Fig. 1: run 1, metal 3
Scale bar: 50 um.
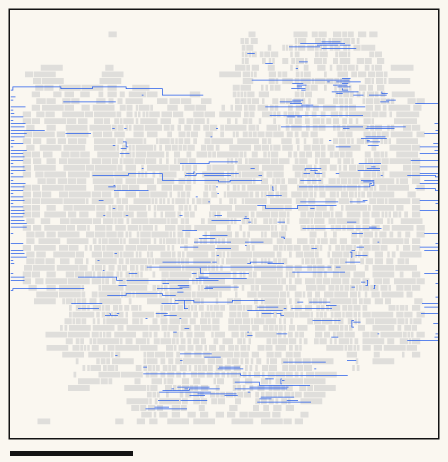
Fig. 2: run 1, a small window of the routed layout
Scale bar: 10 um. Window x 111 to 151, y 24 to 64 um. Cells in gray, sequential cells in the stronger gray; small squares are vias.
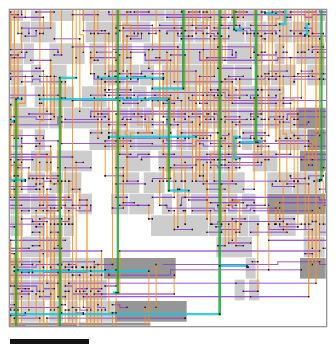
Fig. 3: run 1, met1 routing
Scale bar: 50 um. Supply wires on this layer in gray.
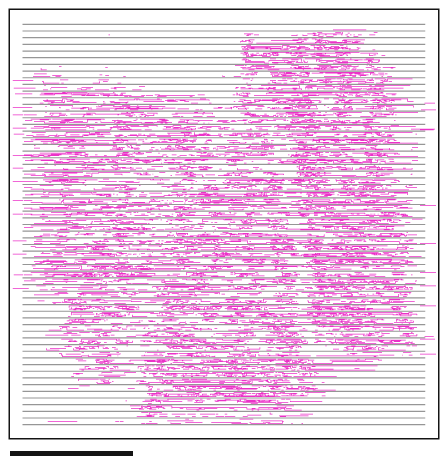
## config.mk

```make
export PLATFORM = sky130hd
export DESIGN_NAME = odom_integrator
export DESIGN_NICKNAME = d
export VERILOG_FILES = /design/src/rtl/odom_integrator.sv
export SDC_FILE = /design/constraint.sdc
export NUM_CORES = 1
export LEC_CHECK = 0
export CAP_MARGIN = 20
export CORE_MARGIN = 5
export CORE_UTILIZATION = 56
export CTS_CLUSTER_SIZE = 10
export DETAILED_ROUTE_END_ITERATION = 10
export GPL_TIMING_DRIVEN = 0
export MAX_ROUTING_LAYER = met4
export PLACE_DENSITY = 0.84
export SETUP_SLACK_MARGIN = 0.1
export SYNTH_ARGS = -nofsm -noshare
export SYNTH_HDL_FRONTEND = slang
export SYNTH_SLANG_ARGS = --single-unit
```

## constraint.sdc

```tcl
create_clock -name ODOM_INTEGRATOR_CLOCK_50 -period 8.01 [get_ports ODOM_INTEGRATOR_CLOCK_50]
set_clock_uncertainty 0.1 [all_clocks]
set_input_delay 1.602 -clock ODOM_INTEGRATOR_CLOCK_50 [delete_from_list [all_inputs] [get_ports ODOM_INTEGRATOR_CLOCK_50]]
set_output_delay 1.602 -clock ODOM_INTEGRATOR_CLOCK_50 [all_outputs]
set_load 0.05 [all_outputs]
```

## src/rtl/odom_integrator.sv

```systemverilog
// rtl/odom_integrator.sv - dead-reckoning pose integrator with one shared sign-magnitude multiplier
module odom_integrator #(
   parameter int N_WIDTH     = 17,
   parameter int Q_WIDTH     = 8,
   parameter int TICK_CYCLES = 500000,
   parameter int DT_K        = 3,
   parameter int DTDEG_K     = 147,
   parameter logic [N_WIDTH-1:0] X_INIT     = '0,
   parameter logic [N_WIDTH-1:0] Y_INIT     = '0,
   parameter logic [N_WIDTH-1:0] THETA_INIT = N_WIDTH'(90 << Q_WIDTH)
) (
   input  logic               ODOM_INTEGRATOR_CLOCK_50,
   input  logic               ODOM_INTEGRATOR_RESET_InLow,
   input  logic               ODOM_INTEGRATOR_SETBEGIN_InLow,
   input  logic               ODOM_INTEGRATOR_ENABLE_InHigh,
   input  logic [N_WIDTH-1:0] ODOM_INTEGRATOR_VX_InBus,
   input  logic [N_WIDTH-1:0] ODOM_INTEGRATOR_VY_InBus,
   input  logic [N_WIDTH-1:0] ODOM_INTEGRATOR_WZ_InBus,
   output logic [N_WIDTH-1:0] ODOM_INTEGRATOR_POSX_OutBus,
   output logic [N_WIDTH-1:0] ODOM_INTEGRATOR_POSY_OutBus,
   output logic [N_WIDTH-1:0] ODOM_INTEGRATOR_THETA_OutBus,
   output logic               ODOM_INTEGRATOR_UPDATE_OutHigh,
   output logic [1:0]         ODOM_INTEGRATOR_OVF_OutBus
);

   localparam int MW = N_WIDTH - 1;          // magnitude width
   localparam int PW = MW + Q_WIDTH;         // full product width
   localparam int CW = (TICK_CYCLES > 1) ? $clog2(TICK_CYCLES) : 1;
   localparam int TW = N_WIDTH + 2;          // two's-complement working width, room for +/-360 deg
   localparam logic signed [TW-1:0] MAX_MAG = TW'((1 << MW) - 1);
   localparam logic signed [TW-1:0] HALF_TURN = TW'(180 << Q_WIDTH);
   localparam logic signed [TW-1:0] FULL_TURN = TW'(360 << Q_WIDTH);

   typedef enum logic [2:0] {S_IDLE, S_SAMP, S_MULX, S_MULY, S_MULT, S_ACC} state_t;

   logic               clk, rst_n, setb;
   logic [CW-1:0]      count;
   logic               tick;
   state_t             state, state_nxt;
   logic [N_WIDTH-1:0] snap_vx, snap_vy, snap_wz;
   logic [N_WIDTH-1:0] prod_x, prod_y, prod_t;
   logic [N_WIDTH-1:0] pos_x, pos_y, theta;
   logic               upd;
   logic [1:0]         ovf;
   logic [N_WIDTH-1:0] mul_in;
   logic [Q_WIDTH-1:0] mul_k;
   logic [PW-1:0]      mul_full;
   logic [MW-1:0]      mul_mag;
   logic [N_WIDTH-1:0] mul_out;
   logic signed [TW-1:0] sum_x, sum_y, sum_t, wrap_t;
   logic               sat_x, sat_y;
   logic [N_WIDTH-1:0] new_x, new_y, new_t;

   assign clk   = ODOM_INTEGRATOR_CLOCK_50;
   assign rst_n = ODOM_INTEGRATOR_RESET_InLow;
   assign setb  = ODOM_INTEGRATOR_SETBEGIN_InLow;
   assign tick  = (count == CW'(TICK_CYCLES - 1));

   function automatic logic signed [TW-1:0] sm2tc(input logic [N_WIDTH-1:0] v);
      logic signed [TW-1:0] m;
      m = TW'(v[MW-1:0]);
      return v[N_WIDTH-1] ? -m : m;
   endfunction

   // Zero comes out with a clear sign bit, so -0 never appears on the outputs.
   function automatic logic [N_WIDTH-1:0] tc2sm(input logic signed [TW-1:0] s);
      logic signed [TW-1:0] a;
      a = (s < 0) ? -s : s;
      return {s[TW-1], MW'(a)};
   endfunction

   // Integration tick counter; held at zero while disabled so the first tick is a full period out.
   always_ff @(posedge clk or negedge rst_n) begin
      if (!rst_n)                              count <= '0;
      else if (!setb)                          count <= '0;
      else if (!ODOM_INTEGRATOR_ENABLE_InHigh) count <= '0;
      else if (tick)                           count <= '0;
      else                                     count <= count + CW'(1);
   end

   // Step sequencer state register; clear aborts any step in flight.
   always_ff @(posedge clk or negedge rst_n) begin
      if (!rst_n)     state <= S_IDLE;
      else if (!setb) state <= S_IDLE;
      else            state <= state_nxt;
   end

   // Step sequencer next state: one clock per stage.
   always_comb begin
      state_nxt = state;
      case (state)
         S_IDLE:  if (tick) state_nxt = S_SAMP;
         S_SAMP:  state_nxt = S_MULX;
         S_MULX:  state_nxt = S_MULY;
         S_MULY:  state_nxt = S_MULT;
         S_MULT:  state_nxt = S_ACC;
         S_ACC:   state_nxt = S_IDLE;
         default: state_nxt = S_IDLE;
      endcase
   end

   // Shared multiplier: operand and constant selected by stage, magnitude truncated after the Q shift.
   always_comb begin
      mul_in = '0;
      mul_k  = '0;
      case (state)
         S_MULX: begin mul_in = snap_vx; mul_k = Q_WIDTH'(DT_K);    end
         S_MULY: begin mul_in = snap_vy; mul_k = Q_WIDTH'(DT_K);    end
         S_MULT: begin mul_in = snap_wz; mul_k = Q_WIDTH'(DTDEG_K); end
         default: ;
      endcase
      mul_full = PW'(mul_in[MW-1:0]) * PW'(mul_k);
      mul_mag  = MW'(mul_full >> Q_WIDTH);
      mul_out  = {mul_in[N_WIDTH-1] & (|mul_mag), mul_mag};
   end

   // Accumulation: saturating x/y, heading wrapped into (-180,180].
   always_comb begin
      sum_x = sm2tc(pos_x) + sm2tc(prod_x);
      sum_y = sm2tc(pos_y) + sm2tc(prod_y);
      sum_t = sm2tc(theta) + sm2tc(prod_t);
      sat_x = (sum_x > MAX_MAG) || (sum_x < -MAX_MAG);
      sat_y = (sum_y > MAX_MAG) || (sum_y < -MAX_MAG);
      new_x = sat_x ? {sum_x[TW-1], {MW{1'b1}}} : tc2sm(sum_x);
      new_y = sat_y ? {sum_y[TW-1], {MW{1'b1}}} : tc2sm(sum_y);
      wrap_t = sum_t;
      if (sum_t > HALF_TURN)        wrap_t = sum_t - FULL_TURN;
      else if (sum_t <= -HALF_TURN) wrap_t = sum_t + FULL_TURN;
      new_t = tc2sm(wrap_t);
   end

   // Datapath registers: snapshot, per-axis products, pose, update pulse and sticky overflow.
   always_ff @(posedge clk or negedge rst_n) begin
      if (!rst_n) begin
         snap_vx <= '0; snap_vy <= '0; snap_wz <= '0;
         prod_x  <= '0; prod_y  <= '0; prod_t  <= '0;
         pos_x   <= X_INIT; pos_y <= Y_INIT; theta <= THETA_INIT;
         upd     <= 1'b0;
         ovf     <= 2'b00;
      end else if (!setb) begin
         pos_x <= X_INIT; pos_y <= Y_INIT; theta <= THETA_INIT;
         upd   <= 1'b0;
         ovf   <= 2'b00;
      end else begin
         upd <= (state == S_ACC);
         case (state)
            S_SAMP: begin
               snap_vx <= ODOM_INTEGRATOR_VX_InBus;
               snap_vy <= ODOM_INTEGRATOR_VY_InBus;
               snap_wz <= ODOM_INTEGRATOR_WZ_InBus;
            end
            S_MULX: prod_x <= mul_out;
            S_MULY: prod_y <= mul_out;
            S_MULT: prod_t <= mul_out;
            S_ACC: begin
               pos_x <= new_x;
               pos_y <= new_y;
               theta <= new_t;
               ovf   <= ovf | {sat_y, sat_x};
            end
            default: ;
         endcase
      end
   end

   assign ODOM_INTEGRATOR_POSX_OutBus    = pos_x;
   assign ODOM_INTEGRATOR_POSY_OutBus    = pos_y;
   assign ODOM_INTEGRATOR_THETA_OutBus   = theta;
   assign ODOM_INTEGRATOR_UPDATE_OutHigh = upd;
   assign ODOM_INTEGRATOR_OVF_OutBus     = ovf;

endmodule

```

==> out/metrics.cfg, run 1 <==
[detailed_routing]
dr_wl_met2_mm=18.3
routedWlPerCell_um=17.4
met1_length_mm=16.5
wl_met3_mm=2.27
viasPerCell=6.06
routed.top_layer=met4
drtIter0Drc=1110
ant_nets=0
wirelength_mm=38.1

[placed_design]
place_ws_ns=1.20
hpwl_mm=29.2
io_buffer_count=107

[layout]
combGateArea_mm2=0.0100
comb_share_pct=58.0
largest_class=combinational gates
nNonClkInverters=118
seq_cells=178

[clock_network]
numCtsBuffers=17
ctsHoldBuffers=0
root_buffer=clkbuf_16
htree_levels=4
insertion_delay_ns=0.44

[status]
run_status=complete, no violations

[power]
p_seq_share_pct=44.7

[critical_path]
critPathBufInv=5
critPathLaunch=state[0]
cp-end-kind=flop
rr_endpoint=prod_x[16]
crit_arrival_ns=7.24
crit_slowest_cell=buf_1
worst-path-max-fanout=10

[yosys]
ys.flops=178
ff_type=dfrtp_1
yosys_area_mm2=0.0152
edf_count=0

[global_route]
use_met1_pct=32.3
overflow=0
met3_usage_pct=3.65

[die]
fp_util_pct=56.5
fp.coreArea_mm2=0.0268

[sta]
max_slew_margin_pct=39.2
hold_violations=0

[flow_run]
cap_violations=0

About Fig. 1:
nets with wire on the layer: 236
main direction: horizontal
wire length on this layer: 2,270 um
share of all routed wire: 5.9%
longest straight run: 75.0 um

About Fig. 2:
| layer | color |
|---|---|
| met4 | green |
| met2 | orange |
| met1 | purple |
| met3 | cyan |
sequential cells in the window: 3
cells with their middle in the window: 147
most frequent: xnor2_1 (18), ha_1 (13)
netlist names of flops here include: ODOM_INTEGRATOR_POSX_OutBus (2), ODOM_INTEGRATOR_POSY_OutBus (1)

About Fig. 3:
longest straight run: 61.2 um
main direction: horizontal
nets with wire on the layer: 1,925
wire length on this layer: 16,500 um

run 1: flip-flops by register name (all words and copies together) (netlist names):
signal / flops
prod_x: 17
ODOM_INTEGRATOR_UPDATE_OutHigh: 1
ODOM_INTEGRATOR_POSY_OutBus: 17
snap_wz: 17
prod_t: 17
state: 3
snap_vx: 17
ODOM_INTEGRATOR_OVF_OutBus: 2
prod_y: 17
ODOM_INTEGRATOR_POSX_OutBus: 17
ODOM_INTEGRATOR_THETA_OutBus: 17
count: 19
snap_vy: 17
run 1: cell usage after synthesis, types with 10 or more instances:
library cell | n | area [um2]
xor2_1 | 46 | 403
xnor2_1 | 153 | 1340
o21a_1 | 19 | 143
mux2_2 | 51 | 574
o41ai_1 | 12 | 105
nand2_1 | 172 | 646
a21o_1 | 39 | 293
inv_1 | 117 | 439
nor2_1 | 78 | 293
a21oi_1 | 67 | 335
or3_1 | 33 | 206
o211ai_1 | 10 | 75.1
o21ai_0 | 134 | 671
ha_1 | 131 | 1640
nand2b_1 | 25 | 156
and3_1 | 24 | 150
fa_1 | 24 | 480
or2_2 | 10 | 62.6
o31ai_1 | 25 | 188
mux2i_1 | 18 | 180
nor3_1 | 30 | 150
and2_1 | 19 | 119
nand4_1 | 12 | 75.1
nor2b_1 | 13 | 81.3
clkbuf_1 | 54 | 203
dfrtp_1 | 174 | 4350
a221o_1 | 23 | 230
o21bai_1 | 22 | 165
nand3_1 | 26 | 130
run 1: through the flow:
step	total power, uW	hold WS, ns	cell area [um2]
finish	2250	0.391	17300
global route	2350	0.420	17300
CTS	2250	0.399	17300
detailed placement	1440	0.383	16700
global placement	1420	0.366	16600
floorplan	1310	0.346	15200
## Run 2: what changed since run 1
--- a/config.mk
+++ b/config.mk
@@ -7,12 +7,12 @@
 export LEC_CHECK = 0
 export CAP_MARGIN = 20
 export CORE_MARGIN = 5
-export CORE_UTILIZATION = 56
+export CORE_UTILIZATION = 60
 export CTS_CLUSTER_SIZE = 10
 export DETAILED_ROUTE_END_ITERATION = 10
 export GPL_TIMING_DRIVEN = 0
 export MAX_ROUTING_LAYER = met4
-export PLACE_DENSITY = 0.84
+export PLACE_DENSITY = 0.88
 export SETUP_SLACK_MARGIN = 0.1
 export SYNTH_ARGS = -nofsm -noshare
 export SYNTH_HDL_FRONTEND = slang
Fig. 4: run 2, a small window of the routed layout
Scale bar: 10 um. Window x 107 to 147, y 22 to 62 um. Cells in gray, sequential cells in the stronger gray; small squares are vias.
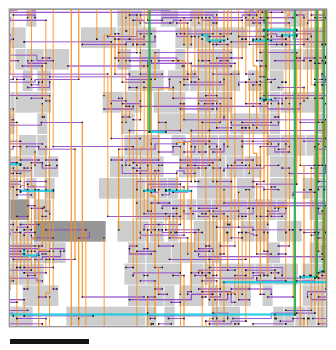
| layer | color |
|---|---|
| met4 | green |
| met1 | purple |
| met3 | cyan |
| met2 | orange |
netlist names of flops here include: ODOM_INTEGRATOR_OVF_OutBus (1)
most frequent: xnor2_1 (20), inv_1 (13), ha_1 (13)
cells with their middle in the window: 138
sequential cells in the window: 1

==> out/metrics.cfg, run 2 <==
[yosys]
yosys-top-cells-area=dfrtp_1 29%, ha_1 11%, xnor2_1 8.8%  ; unchanged
largest_area_cell=dfrtp_1  ; unchanged
top_cells_by_count=174 x dfrtp_1, 172 x nand2_1, 153 x xnor2_1  ; unchanged
ff_type=dfrtp_1  ; unchanged
edf_count=0  ; unchanged
top_cell=dfrtp_1  ; unchanged
netlist.area_leader.share_pct=28.7  ; unchanged
ys.flops=178  ; unchanged

[clock_network]
ctsHoldBuffers=0  ; unchanged
root_buffer=clkbuf_16  ; unchanged

[placed_design]
io_buffer_count=107  ; unchanged
place_ws_ns=1.17  ; was 1.20 ns

[power]
total_power_uw=2280  ; was 2250 uW

[sta]
max_slew_margin_pct=35.0  ; was 39.2%
hold_violations=0  ; unchanged

[die]
fp_util_pct=60.5  ; was 56.5%
fp.coreArea_mm2=0.0250  ; was 0.0268 mm2

[global_route]
overflow=0  ; unchanged

[critical_path]
crit_arrival_ns=7.22  ; was 7.24 ns

[detailed_routing]
viasPerCell=6.09  ; was 6.06
wirelength_mm=39.0  ; was 38.1 mm
routedWlPerCell_um=17.9  ; was 17.4 um

[status]
run_status=complete, no violations  ; unchanged

[layout]
largest_register_ffs=19  ; unchanged

[flow_run]
cap_violations=0  ; unchanged

-- run 2: cell counts after synthesis --
Identical to the previous run, type by type.
-- run 2: cell families after synthesis --
logic type                 count (synthesis)  share of synthesized area, %
buffers and inverters                    180                          4.54
and+or+nand+nor                          481                          15.8
DFF                                      178                          29.4
AOI/OAI and AO/OA                        440                          19.6
xor gates and xnor gates                 201                          11.7
adders and majority gates                155                          14.0
muxes                                     69                          4.98
-- run 2: critical path, stage by stage (launching register included) --
cell and delay, ns:
dfrtp_1 0.33, clkbuf_1 0.28, buf_1 0.55, buf_1 0.67
mux2i_1 0.35, o21bai_1 0.12, ha_1 0.31, ha_1 0.13
inv_1 0.05, fa_1 0.50, inv_1 0.04, ha_1 0.29
nand3_1 0.09, o41ai_1 0.49, a21oi_1 0.25, o211ai_1 0.25
a21oi_1 0.16, a21oi_1 0.38, a21oi_1 0.17, xnor2_1 0.41
and3_1 0.22, nand4_1 0.09, nor3_1 0.47, o31ai_1 0.15
-- run 2: per-layer routing --
metal / GRT usage [%] / share of wire [%]
met5: - / 0
met3: 3.06 / 6.3
met2: 48.2 / 49
met4: 7.30 / 1.9
met1: 35.8 / 43
-- run 2: through the flow --
stage	hold slack [ns]	area, um2
after CTS	0.385	17300
after global placement	0.362	16600
after detailed placement	0.372	16700
final	0.380	17300
after global routing	0.411	17300
after floorplan	0.346	15200
-- run 2: cell type report --
type                       instances  area (um2)
inverter                         118         443
multi-input combinational       1346       10000
clock buffer                      18         439
tap                              330         413
buffer                            62         245
clock inverter                    13         143
timing repair buffer             108        1100
fill                            1888        7790
sequential                       178        4460
Power figures rest on the tool's default switching activity, not on a simulated workload.
